$ cat src/rtl/s_fxp_pkg.sv
// Shared fixed-point helpers: counter sizing, accumulator width, guard rule.
package s_fxp_pkg;

  // Ceiling log2; clog2(1) = 0.
  function automatic int clog2(input int n);
    int r;
    r = 0;
    for (int i = 0; i < 32; i++)
      if ((1 << r) < n) r++;
    return r;
  endfunction

  // Counter width for a 0..n-1 counter, never narrower than one bit.
  function automatic int cnt_wl(input int n);
    return (clog2(n) < 1) ? 1 : clog2(n);
  endfunction

  // Accumulator width: full product plus guard bits.
  function automatic int acc_wl(input int in1wl, input int in2wl, input int guard);
    return in1wl + in2wl + guard;
  endfunction

  // True when the guard bits cover acc_len products without wrap.
  function automatic bit guard_ok(input int acc_len, input int guard);
    return (acc_len >= 1) && ((64'(1) << guard) >= 64'(acc_len));
  endfunction

endpackage

$ cat src/rtl/s_round_sat.sv
// Combinational round-half-up, arithmetic shift and saturate with overflow flag.
module s_round_sat #(
  parameter int INWL  = 18,
  parameter int SHIFT = 7,
  parameter int OUTWL = 8
) (
  input  logic [INWL-1:0]  in_i,
  output logic [OUTWL-1:0] out_o,
  output logic             ovf_o
);
  // One extra bit so adding the rounding half never wraps.
  localparam int RW = INWL + 1;
  localparam int CW = RW + OUTWL;
  localparam int HS = (SHIFT > 0) ? SHIFT - 1 : 0;
  localparam logic signed [RW-1:0] HALF = (SHIFT > 0) ? (RW'(1) << HS) : '0;
  localparam logic signed [CW-1:0] MAXV = (CW'(1) <<< (OUTWL - 1)) - CW'(1);
  localparam logic signed [CW-1:0] MINV = -(CW'(1) <<< (OUTWL - 1));

  logic signed [RW-1:0] rnd;
  logic signed [CW-1:0] shx;

  assign rnd = RW'($signed(in_i)) + HALF;
  assign shx = CW'(rnd >>> SHIFT);

  // Clamp the shifted value into the output range and flag any clamp.
  always_comb begin
    out_o = OUTWL'(shx);
    ovf_o = 1'b0;
    if (shx > MAXV) begin
      out_o = OUTWL'(MAXV);
      ovf_o = 1'b1;
    end else if (shx < MINV) begin
      out_o = OUTWL'(MINV);
      ovf_o = 1'b1;
    end
  end
endmodule

$ cat src/rtl/s_mac_fxp.sv
// Three-stage signed fixed-point MAC: multiply, frame accumulate, round/saturate.
module s_mac_fxp
  import s_fxp_pkg::*;
#(
  parameter int IN1WL     = 8,
  parameter int IN2WL     = 8,
  parameter int ACC_LEN   = 16,
  parameter int ACC_GUARD = 4,
  parameter int OUT_SHIFT = 7,
  parameter int OUTWL     = 8
) (
  input  logic             I_CLK,
  input  logic             I_RSTN,
  input  logic             I_VALID,
  input  logic [IN1WL-1:0] I_IN1,
  input  logic [IN2WL-1:0] I_IN2,
  input  logic             I_CLR,
  output logic             O_VALID,
  output logic [OUTWL-1:0] O_OUT,
  output logic             O_OVF
);
  localparam int PW    = IN1WL + IN2WL;
  localparam int ACCWL = acc_wl(IN1WL, IN2WL, ACC_GUARD);
  localparam int CNTW  = cnt_wl(ACC_LEN);
  localparam logic [CNTW-1:0] LAST = CNTW'(ACC_LEN - 1);

  if (!guard_ok(ACC_LEN, ACC_GUARD)) begin : g_guard_chk
    $error("s_mac_fxp: ACC_LEN must be >= 1 and 2**ACC_GUARD >= ACC_LEN");
  end

  // vld_pipe_q[1]: stage-1 product valid, [2]: frame done, [3]: result pulse.
  logic [3:1]             vld_pipe_q;
  logic signed [PW-1:0]   prod_q;
  logic signed [ACCWL-1:0] acc_q, acc_d, sum_q, sum_d, sum_nxt;
  logic [CNTW-1:0]        cnt_q, cnt_d;
  logic                   done_d;
  logic [OUTWL-1:0]       rs_out, out_q;
  logic                   rs_ovf, ovf_q;

  // Stage 1: register the full-precision product of each accepted sample.
  // A clear drops the product already in flight; a sample arriving with the
  // clear is kept as product 0 of the new frame.
  always_ff @(posedge I_CLK or negedge I_RSTN) begin
    if (!I_RSTN) begin
      vld_pipe_q[1] <= 1'b0;
      prod_q        <= '0;
    end else begin
      vld_pipe_q[1] <= I_VALID;
      if (I_VALID) prod_q <= PW'($signed(I_IN1)) * PW'($signed(I_IN2));
    end
  end

  assign sum_nxt = acc_q + ACCWL'(prod_q);

  // Stage 2 next state: accumulate, close the frame on the last product.
  always_comb begin
    acc_d  = acc_q;
    cnt_d  = cnt_q;
    sum_d  = sum_q;
    done_d = 1'b0;
    if (I_CLR) begin
      acc_d = '0;
      cnt_d = '0;
    end else if (vld_pipe_q[1]) begin
      if (cnt_q == LAST) begin
        sum_d  = sum_nxt;
        done_d = 1'b1;
        acc_d  = '0;
        cnt_d  = '0;
      end else begin
        acc_d = sum_nxt;
        cnt_d = cnt_q + CNTW'(1);
      end
    end
  end

  // Stage 2 state register.
  always_ff @(posedge I_CLK or negedge I_RSTN) begin
    if (!I_RSTN) begin
      acc_q         <= '0;
      cnt_q         <= '0;
      sum_q         <= '0;
      vld_pipe_q[2] <= 1'b0;
    end else begin
      acc_q         <= acc_d;
      cnt_q         <= cnt_d;
      sum_q         <= sum_d;
      vld_pipe_q[2] <= done_d;
    end
  end

  s_round_sat #(
    .INWL (ACCWL),
    .SHIFT(OUT_SHIFT),
    .OUTWL(OUTWL)
  ) u_rs (
    .in_i (sum_q),
    .out_o(rs_out),
    .ovf_o(rs_ovf)
  );

  // Stage 3: capture the rounded result on done; it holds until the next one.
  // A done already in stage 2 completes here regardless of a clear.
  always_ff @(posedge I_CLK or negedge I_RSTN) begin
    if (!I_RSTN) begin
      vld_pipe_q[3] <= 1'b0;
      out_q         <= '0;
      ovf_q         <= 1'b0;
    end else begin
      vld_pipe_q[3] <= vld_pipe_q[2];
      if (vld_pipe_q[2]) begin
        out_q <= rs_out;
        ovf_q <= rs_ovf;
      end
    end
  end

  assign O_VALID = vld_pipe_q[3];
  assign O_OUT   = out_q;
  assign O_OVF   = ovf_q;
endmodule

$ cat config.mk
export PLATFORM = sky130hd
export DESIGN_NAME = s_mac_fxp
export DESIGN_NICKNAME = d
export VERILOG_FILES = /design/src/rtl/s_fxp_pkg.sv /design/src/rtl/s_round_sat.sv /design/src/rtl/s_mac_fxp.sv
export SDC_FILE = /design/constraint.sdc
export NUM_CORES = 1
export LEC_CHECK = 0
export CELL_PAD_IN_SITES_DETAIL_PLACEMENT = 0
export CELL_PAD_IN_SITES_GLOBAL_PLACEMENT = 1
export CORE_MARGIN = 5
export CORE_UTILIZATION = 49
export DETAILED_ROUTE_END_ITERATION = 6
export GPL_TIMING_DRIVEN = 0
export HOLD_SLACK_MARGIN = 0.12
export PLACE_DENSITY = 0.93
export SLEW_MARGIN = 20
export SYNTH_ARGS = -nofsm -noshare
export SYNTH_HDL_FRONTEND = slang
export SYNTH_SLANG_ARGS = --single-unit
$ cat constraint.sdc
create_clock -name I_CLK -period 3.7 [get_ports I_CLK]
set_input_delay 0.555 -clock I_CLK [delete_from_list [all_inputs] [get_ports I_CLK]]
set_output_delay 0.555 -clock I_CLK [all_outputs]
set_load 0.01 [all_outputs]
run_1/placement_by_type.png
Bar = 20 um.
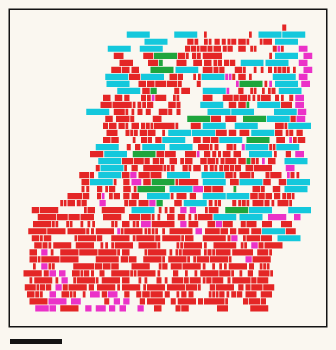
legend:
  green:
    class: clock drivers and dummy loads
    cells: 16
    share_of_their_area: 4.0%
  magenta:
    class: remaining buffers and delay cells
    cells: 62
    share_of_their_area: 7.0%
  red:
    class: combinational and other logic
    cells: 565
    share_of_their_area: 66%
  cyan:
    class: sequential cells
    cells: 66
    share_of_their_area: 23%
core footprint: 12,520 um^2
Post-Layout Inst Area: 7401 um^2
Seq area share: 22.32%
final design utilization: 59.13%
# rows: 41

run_1/metal_density.png
Bar = 20 um. 24 x 24 tiles, from dark purple (low) to yellow (high), scaled to the fullest tile. Values are wire area over tile area, all layers added.
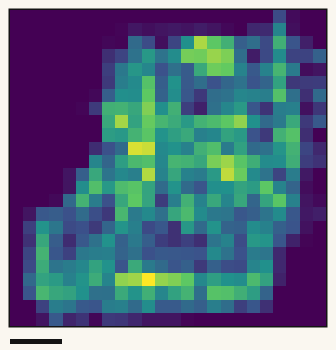
emptiest ninth of the die: top left
nearly empty tiles: 28%
fullest tile: 0.45
mean over tiles: 0.13
densest ninth of the die: middle
tiles over half the peak: 23%
Via Count: 4,692
Post-Route WL: 12.82 mm
routed len/inst: 14.56 um
Tot GR Track Use: 18.62%

run_1/io_fan.png
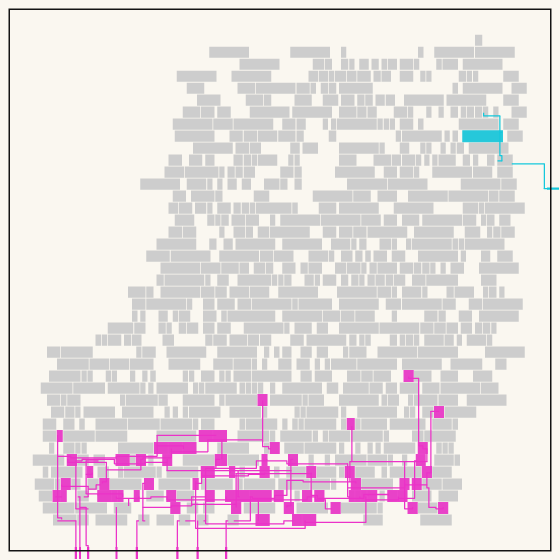
legend:
  cyan:
    port: O_OVF
    direction: output
    edge: right
    end_cells: 1
    buffers: 1
    wire: 30.1 um
  magenta:
    port: I_IN1
    direction: input
    edge: bottom
    end_cells: 64
    buffers: 9
    wire: 812 um
port buffer count: 29
IO Pins: 30

==> results.sh, run 1 <==
# yosys + openroad results
export IMPL_antenna_found_initial=0
export IMPL_status="complete, but fails checks"
export IMPL_grt_overflow_total=0
export IMPL_grt_max_degree=43
export IMPL_yosysChipArea_um2=6197
export IMPL_cts_buffer_depth=2
export IMPL_layout_drive_gt1_share_pct=19.32
export IMPL_syn_to_final_growth_pct=19.42
export IMPL_yosysTopAreaCell="dfrtp_1"
export IMPL_finalWorstSetupSlack_ns=-0.4416
export IMPL_clock_power_share_pct=15.8
export IMPL_period_used_pct=111.9
export IMPL_synth_area_um2=6197
export IMPL_fin_nets=830
export IMPL_cp_endpoint="prod_q[12]$_DFFE_PN0P_"
export IMPL_drc=0
export IMPL_p_per_area_nw_per_um2=704.7
export IMPL_cts_clk_slew_worst_paths_ns=0.05
export IMPL_path_class="in2reg"
export IMPL_cts_buffers_inserted=9
export IMPL_rsz0062_at_grt="yes"
export IMPL_h_tree_depth=3
export IMPL_start_kind="input pin"
export IMPL_synth_nets=771
export IMPL_internal_power_mw=3.034
export IMPL_cp_required_ns=3.92
export IMPL_startpoint="I_IN1[5]"
export IMPL_violations="negative setup slack"
export IMPL_clk_latency_ns=0.33
export IMPL_final_cell_mix="inv_1 (82), dfrtp_1 (66), fa_1 (53), nor2_1 (48), ha_1 (42)"
export IMPL_slew_headroom_pct=44.80
export IMPL_ant_nets=0
export IMPL_fin_skew_ns=0.004057
export IMPL_numSynthFlops=66
export IMPL_leakage_nw=3.487
export IMPL_async_reset_ff_share_pct=100.0
export IMPL_crit_arrival_ns=4.37
export IMPL_rr_endpoint="acc_q[16]$_DFFE_PN0P_"
export IMPL_synth_cell_types=59
export IMPL_r2r_slack_ns=0.78
export IMPL_maxCapViolCount=0
export IMPL_final_hold_violation_count=0
export IMPL_fmax_ghz=0.2415
export IMPL_cp_end_kind="flop"
export IMPL_yosys_cells=645
export IMPL_period_needed_ns=4.142
export IMPL_peakVddDrop_mv=0.5183
export IMPL_cts_tree="built"
export IMPL_r2r_start="prod_q[0]$_DFFE_PN0P_"
export IMPL_firstDrtPassIters=4
export IMPL_hold_ws_ns=0.1296
export IMPL_grt_pass1_vias=4841
export IMPL_cts_sinks=66
export IMPL_top_cell_area_share_pct=26.65
export IMPL_worst_slew_pin_slew_ns=0.8235
export IMPL_p_sw_mw=2.182
export IMPL_viasPerCell=5.326
export IMPL_ys_warnings_count=0
export IMPL_syn_inst=645
export IMPL_grt_pass1_wl_mm=22.60
export IMPL_swShare_pct=41.84
export IMPL_p_seq_share_pct=19.6
export IMPL_num_antenna_cells=0
export IMPL_dp_final_hpwl_mm=9.847
export IMPL_hold_class="in2async"
export IMPL_maxSlewViolCount=0
export IMPL_dpl_cell_area_um2=6823
export IMPL_routabilityCongestion=0.8187
export IMPL_top_cells_by_area="dfrtp_1 (27%), fa_1 (18%), ha_1 (10%), inv_1 (5.6%), and2_1 (4.5%)"
export IMPL_dp_slack_ns=-1.455
export IMPL_reg2regPathDepth=10
export IMPL_fill_cells=1059
export IMPL_die_y_um=122.5
export IMPL_ys_seq_share_pct=26.65
export IMPL_avgSynthCellArea_um2=9.608
export IMPL_core_util_floorplan_pct=49.51
export IMPL_yosys_most_used_dff="dfrtp_1"
export IMPL_edf_count=0
export IMPL_comb_power_share_pct=64.6
export IMPL_critPathMaxFanout=6
export IMPL_dieArea_um2=15000
export IMPL_root_buffer="clkbuf_16"
export IMPL_drt_iter0_markers=268
export IMPL_finalSetupViolations=7
export IMPL_die_width_um=122.5
export IMPL_warnings=29
export IMPL_layout_top_cell="inv_1"
-- run 1: power groups by stage --
stage	Combinational (mW)	Sequential, mW	Clock [mW]
6_report	3.37	1.02	0.826
5_1_grt	3.78	1.04	0.877
4_1_cts	3.20	1.02	0.837
3_5_place_dp	2.94	1.03	0
3_3_place_gp	2.86	1.02	0
2_1_floorplan	2.40	0.990	0
-- run 1: metrics by stage --
| stage | power [mW] | TNS, ns | std cells |
|---|---|---|---|
| 6_report | 5.216 | -2.468 | 881 |
| 5_1_grt | 5.700 | -3.445 | 881 |
| 4_1_cts | 5.059 | -2.298 | 873 |
| 3_5_place_dp | 3.972 | -10.88 | 847 |
| 3_3_place_gp | 3.884 | -10.60 | 846 |
| 2_1_floorplan | 3.391 | -2.543 | 645 |
-- run 1: final cells by class --
cell class              count  area (um^2)  share of cell area (%)
multi-input cells         473         4392                   59.34
flip-flops and latches     66         1652                   22.32
repair buffers             48        449.2                   6.069
inverters                  92        352.8                   4.768
clock buffers              11        232.7                   3.145
well taps                 172        215.2                   2.908
clock inverters             5        55.05                  0.7439
plain buffers              14        52.55                  0.7101
-- run 1: worst max-delay path, cell delays in order --
cell	delay, ns
buf_12	0.11
and2_4	0.15
fa_1	0.53
inv_1	0.05
fa_1	0.49
inv_2	0.04
fa_1	0.52
inv_1	0.05
fa_1	0.48
inv_2	0.04
ha_4	0.23
o21ai_4	0.07
a21boi_2	0.09
o21ai_2	0.15
a21boi_2	0.09
buf_4	0.14
o21a_1	0.17
o21a_1	0.16
o31ai_1	0.24
-- run 1: cells by family after synthesis --
logic type      Yosys count  share of synthesized area (%)
compound gates          112                          12.70
xor+xnor                 38                          5.593
fa+ha+maj               106                          28.19
simple gates            192                          15.91
buf+inv                 106                          6.420
flops                    66                          26.65
mux                      25                          4.543
-- run 1: registers in the layout, indices dropped and copies added (netlist names) --
| name | cells |
|---|---|
| O_VALID | 1 |
| prod_q | 16 |
| O_OUT | 8 |
| O_OVF | 1 |
| sum_q | 14 |
| acc_q | 20 |
| cnt_q | 4 |
| vld_pipe_q | 2 |
-- run 1: synthesized netlist by cell type (5+ instances only) --
| library cell | number |
|---|---|
| inv_1 | 92 |
| dfrtp_1 | 66 |
| fa_1 | 56 |
| ha_1 | 50 |
| nor2_1 | 48 |
| and2_1 | 45 |
| nand2_1 | 43 |
| xnor2_1 | 32 |
| a21oi_1 | 29 |
| mux2_2 | 21 |
| o21ai_0 | 21 |
| a22o_1 | 13 |
| clkbuf_1 | 13 |
| a21o_1 | 12 |
| nand3_1 | 11 |
| nand2b_1 | 7 |
| and3_1 | 6 |
| nand4_1 | 6 |
| nor2b_1 | 6 |
| nor3_1 | 6 |
| a31oi_1 | 5 |
| xor2_1 | 5 |
-- run 1: metal layers --
| metal | vias to the layer above | part of all wire [%] | global-route usage (%) |
|---|---|---|---|
| met4 | 0 | 1.6 | 5.318 |
| met3 | 18 | 3.0 | 2.719 |
| li1 | 2275 | - | - |
| met1 | 2315 | 46 | 25.40 |
| met5 | - | 0 | 0 |
| met2 | 84 | 49 | 31.05 |
-- run 1: repair_timing --
action	CTS	global route
buffers inserted	10	8
setup endpoints to repair	11	8
hold buffers	0	0
pin swaps	29	19
gates resized	123	23
==> run 2: changes to the inputs <==
CTS_CLUSTER_SIZE = 16   (was not set)
run_2/sizes.png
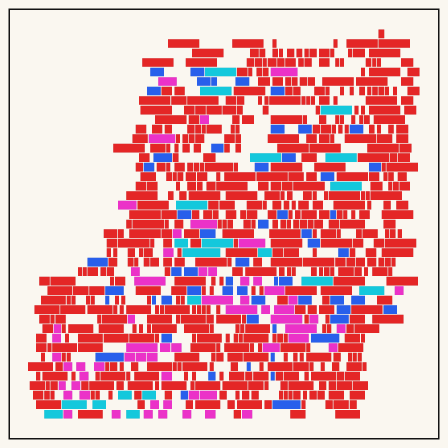
legend:
  cyan:
    size: _6 and larger
    cells: 20
  magenta:
    size: _3 and _4 cells
    cells: 60
  blue:
    size: _2 cells
    cells: 57
  red:
    size: _0 and _1 cells
    cells: 572
area delta synth->final: 19.42%
Final WS setup: -0.4416 ns
Repair and plain buffers: 62

run_2/placement_by_type.png
Bar = 20 um.
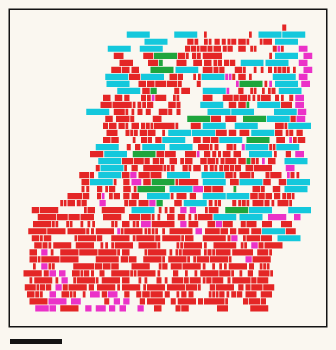
legend:
  cyan:
    class: sequential cells
    cells: 66
    share_of_their_area: 23%
  green:
    class: clock drivers and dummy loads
    cells: 16
    share_of_their_area: 4.0%
  magenta:
    class: remaining buffers and delay cells
    cells: 62
    share_of_their_area: 7.0%
  red:
    class: combinational and other logic
    cells: 565
    share_of_their_area: 66%

==> run 2 against run 1 <==
The run still ends with negative setup slack left. First-iteration DRC count is the same. Maximum frequency stayed put. Cell area stayed put. Synthesized cell count is the same. Synthesized area unchanged. Count of clock-buffer cells in the layout is the same. Clock power barely moved. Sequential share of layout area unchanged. Non-clock buffer count did not move. Critical path type unchanged. Critical endpoint unchanged. Highest routed layer unchanged.
==> results.sh, run 2 <==
# yosys + openroad results
export IMPL_period_needed_ns=4.142
export IMPL_layout_drive_gt1_share_pct=19.32
export IMPL_top_regs="acc_q (20), prod_q (16), sum_q (14)"
export IMPL_die_width_um=122.5
export IMPL_async_reset_ff_share_pct=100.0
export IMPL_cts_buffers_inserted=9
export IMPL_ant_nets=0
export IMPL_routabilityCongestion=0.8187
export IMPL_leakage_nw=3.487
export IMPL_synth_area_um2=6197
export IMPL_viasPerCell=5.326
export IMPL_syn_inst=645
export IMPL_cp_required_ns=3.92
export IMPL_core_um2=12520
export IMPL_grt_pass1_vias=4841
export IMPL_h_tree_depth=3
export IMPL_grt_overflow_total=0
export IMPL_clk_latency_ns=0.33
export IMPL_period_used_pct=111.9
export IMPL_peakVddDrop_mv=0.5183
export IMPL_rsz0062_at_grt="yes"
export IMPL_maxCapViolCount=0
export IMPL_synth_nets=771
export IMPL_final_cell_mix="inv_1 (82), dfrtp_1 (66), fa_1 (53), nor2_1 (48), ha_1 (42)"
export IMPL_ys_seq_share_pct=26.65
export IMPL_num_antenna_cells=0
export IMPL_maxSlewViolCount=0
export IMPL_utilization_pct=59.13
export IMPL_top_register="acc_q"
export IMPL_grt_total_usage_pct=18.62
export IMPL_core_util_floorplan_pct=49.51
export IMPL_drc=0
export IMPL_numSynthFlops=66
export IMPL_swShare_pct=41.84
export IMPL_largest_reg_flops=20
export IMPL_clock_power_share_pct=15.8
export IMPL_fmax_ghz=0.2415
export IMPL_critPathMaxFanout=6
export IMPL_p_per_area_nw_per_um2=704.7
export IMPL_io_buffer_count=29
export IMPL_grt_max_degree=43
export IMPL_finalWorstSetupSlack_ns=-0.4416
export IMPL_status="complete, but fails checks"
export IMPL_cts_tree="built"
export IMPL_vias=4692
export IMPL_cts_sinks=66
export IMPL_warnings=29
export IMPL_grt_pass1_wl_mm=22.60
export IMPL_yosysMostFrequentCell="inv_1"
export IMPL_start_kind="input pin"
export IMPL_slew_headroom_pct=44.80
export IMPL_yosys_cells=645
export IMPL_fin_setup_tns_ns=-2.468
export IMPL_layout_top_cell="inv_1"
export IMPL_finalSetupViolations=7
export IMPL_startpoint="I_IN1[5]"
export IMPL_final_hold_violation_count=0
export IMPL_top_level_ports=30
export IMPL_avgSynthCellArea_um2=9.608
export IMPL_worst_slew_pin_slew_ns=0.8235
export IMPL_comb_power_share_pct=64.6
export IMPL_firstDrtPassIters=4
export IMPL_edf_count=0
export IMPL_cts_clk_slew_worst_paths_ns=0.05
export IMPL_violations="negative setup slack"
export IMPL_p_sw_mw=2.182
export IMPL_ys_warnings_count=0
export IMPL_root_buffer="clkbuf_16"
export IMPL_p_total_mw=5.216
export IMPL_fin_nets=830
export IMPL_fill_cells=1059
export IMPL_synth_cell_types=59
export IMPL_hold_ws_ns=0.1296
export IMPL_p_seq_share_pct=19.6
export IMPL_row_count=41
export IMPL_top_cells_by_area="dfrtp_1 (27%), fa_1 (18%), ha_1 (10%), inv_1 (5.6%), and2_1 (4.5%)"
export IMPL_dieArea_um2=15000
export IMPL_internal_power_mw=3.034
export IMPL_hold_class="in2async"
export IMPL_cts_buffer_depth=2
export IMPL_yosysTopAreaCell="dfrtp_1"
export IMPL_routedWlPerCell_um=14.56
export IMPL_top_cell_area_share_pct=26.65
export IMPL_die_y_um=122.5
==> run 2: stage by stage <==
step | cell area, um^2 | cells | setup slack (ns)
after floorplan | 6300 | 645 | -0.5610
after global placement | 6805 | 846 | -1.436
after detailed placement | 6823 | 847 | -1.455
after CTS | 7267 | 873 | -0.4503
after global routing | 7401 | 881 | -0.5972
final | 7401 | 881 | -0.4416
==> run 2: power by group through the flow <==
stage	clock network [mW]	registers (mW)	logic, mW
after detailed placement	0	1.03	2.94
after floorplan	0	0.990	2.40
after global placement	0	1.02	2.86
after CTS	0.837	1.02	3.20
final	0.826	1.02	3.37
after global routing	0.877	1.04	3.78
==> run 2: area by class of cell <==
| class | count | area, um^2 | share of cell area (%) |
|---|---|---|---|
| multi-input cells | 473 | 4392 | 59.34 |
| flip-flops and latches | 66 | 1652 | 22.32 |
| repair buffers | 48 | 449.2 | 6.069 |
| inverters | 92 | 352.8 | 4.768 |
| clock buffers | 11 | 232.7 | 3.145 |
| well taps | 172 | 215.2 | 2.908 |
| clock inverters | 5 | 55.05 | 0.7439 |
| plain buffers | 14 | 52.55 | 0.7101 |
==> run 2: timing repair <==
item                                    CTS  global route
buffers inserted                         10             8
cloned                                    0             0
resized                                 123            23
hold buffers                              0             0
pin swaps                                29            19
endpoints found under the setup margin   11             8
==> run 2: final timing paths <==
check	to	slack [ns]	cells past startpoint
worst max-delay path	prod_q[12]$_DFFE_PN0P_	-0.44	19
min in group I_CLK	O_VALID$_DFF_PN0_	0.38	0
max in group asynchronous	sum_q[12]$_DFFE_PN0P_	3.04	2
worst min-delay path	prod_q[2]$_DFFE_PN0P_	0.13	1
worst min register to register	O_VALID$_DFF_PN0_	0.38	0
worst max register to register	acc_q[16]$_DFFE_PN0P_	0.78	10
==> run 2: cell families after synthesis <==
kind of cell / Yosys count / share of synthesized area, %
xor+xnor: 38 / 5.593
fa+ha+maj: 106 / 28.19
flops: 66 / 26.65
buf+inv: 106 / 6.420
simple gates: 192 / 15.91
mux: 25 / 4.543
compound gates: 112 / 12.70
==> run 2: metal layers <==
metal | track usage, % | part of all wire [%] | up-vias
met1 | 25.40 | 46 | 2315
li1 | - | - | 2275
met2 | 31.05 | 49 | 84
met3 | 2.719 | 3.0 | 18
met5 | 0 | 0 | -
met4 | 5.318 | 1.6 | 0
==> run 2: critical path, stage by stage <==
cell and delay (ns):
buf_12 0.11, and2_4 0.15, fa_1 0.53, inv_1 0.05
fa_1 0.49, inv_2 0.04, fa_1 0.52, inv_1 0.05
fa_1 0.48, inv_2 0.04, ha_4 0.23, o21ai_4 0.07
a21boi_2 0.09, o21ai_2 0.15, a21boi_2 0.09, buf_4 0.14
o21a_1 0.17, o21a_1 0.16, o31ai_1 0.24
Power is estimated from default activity; no workload was simulated.
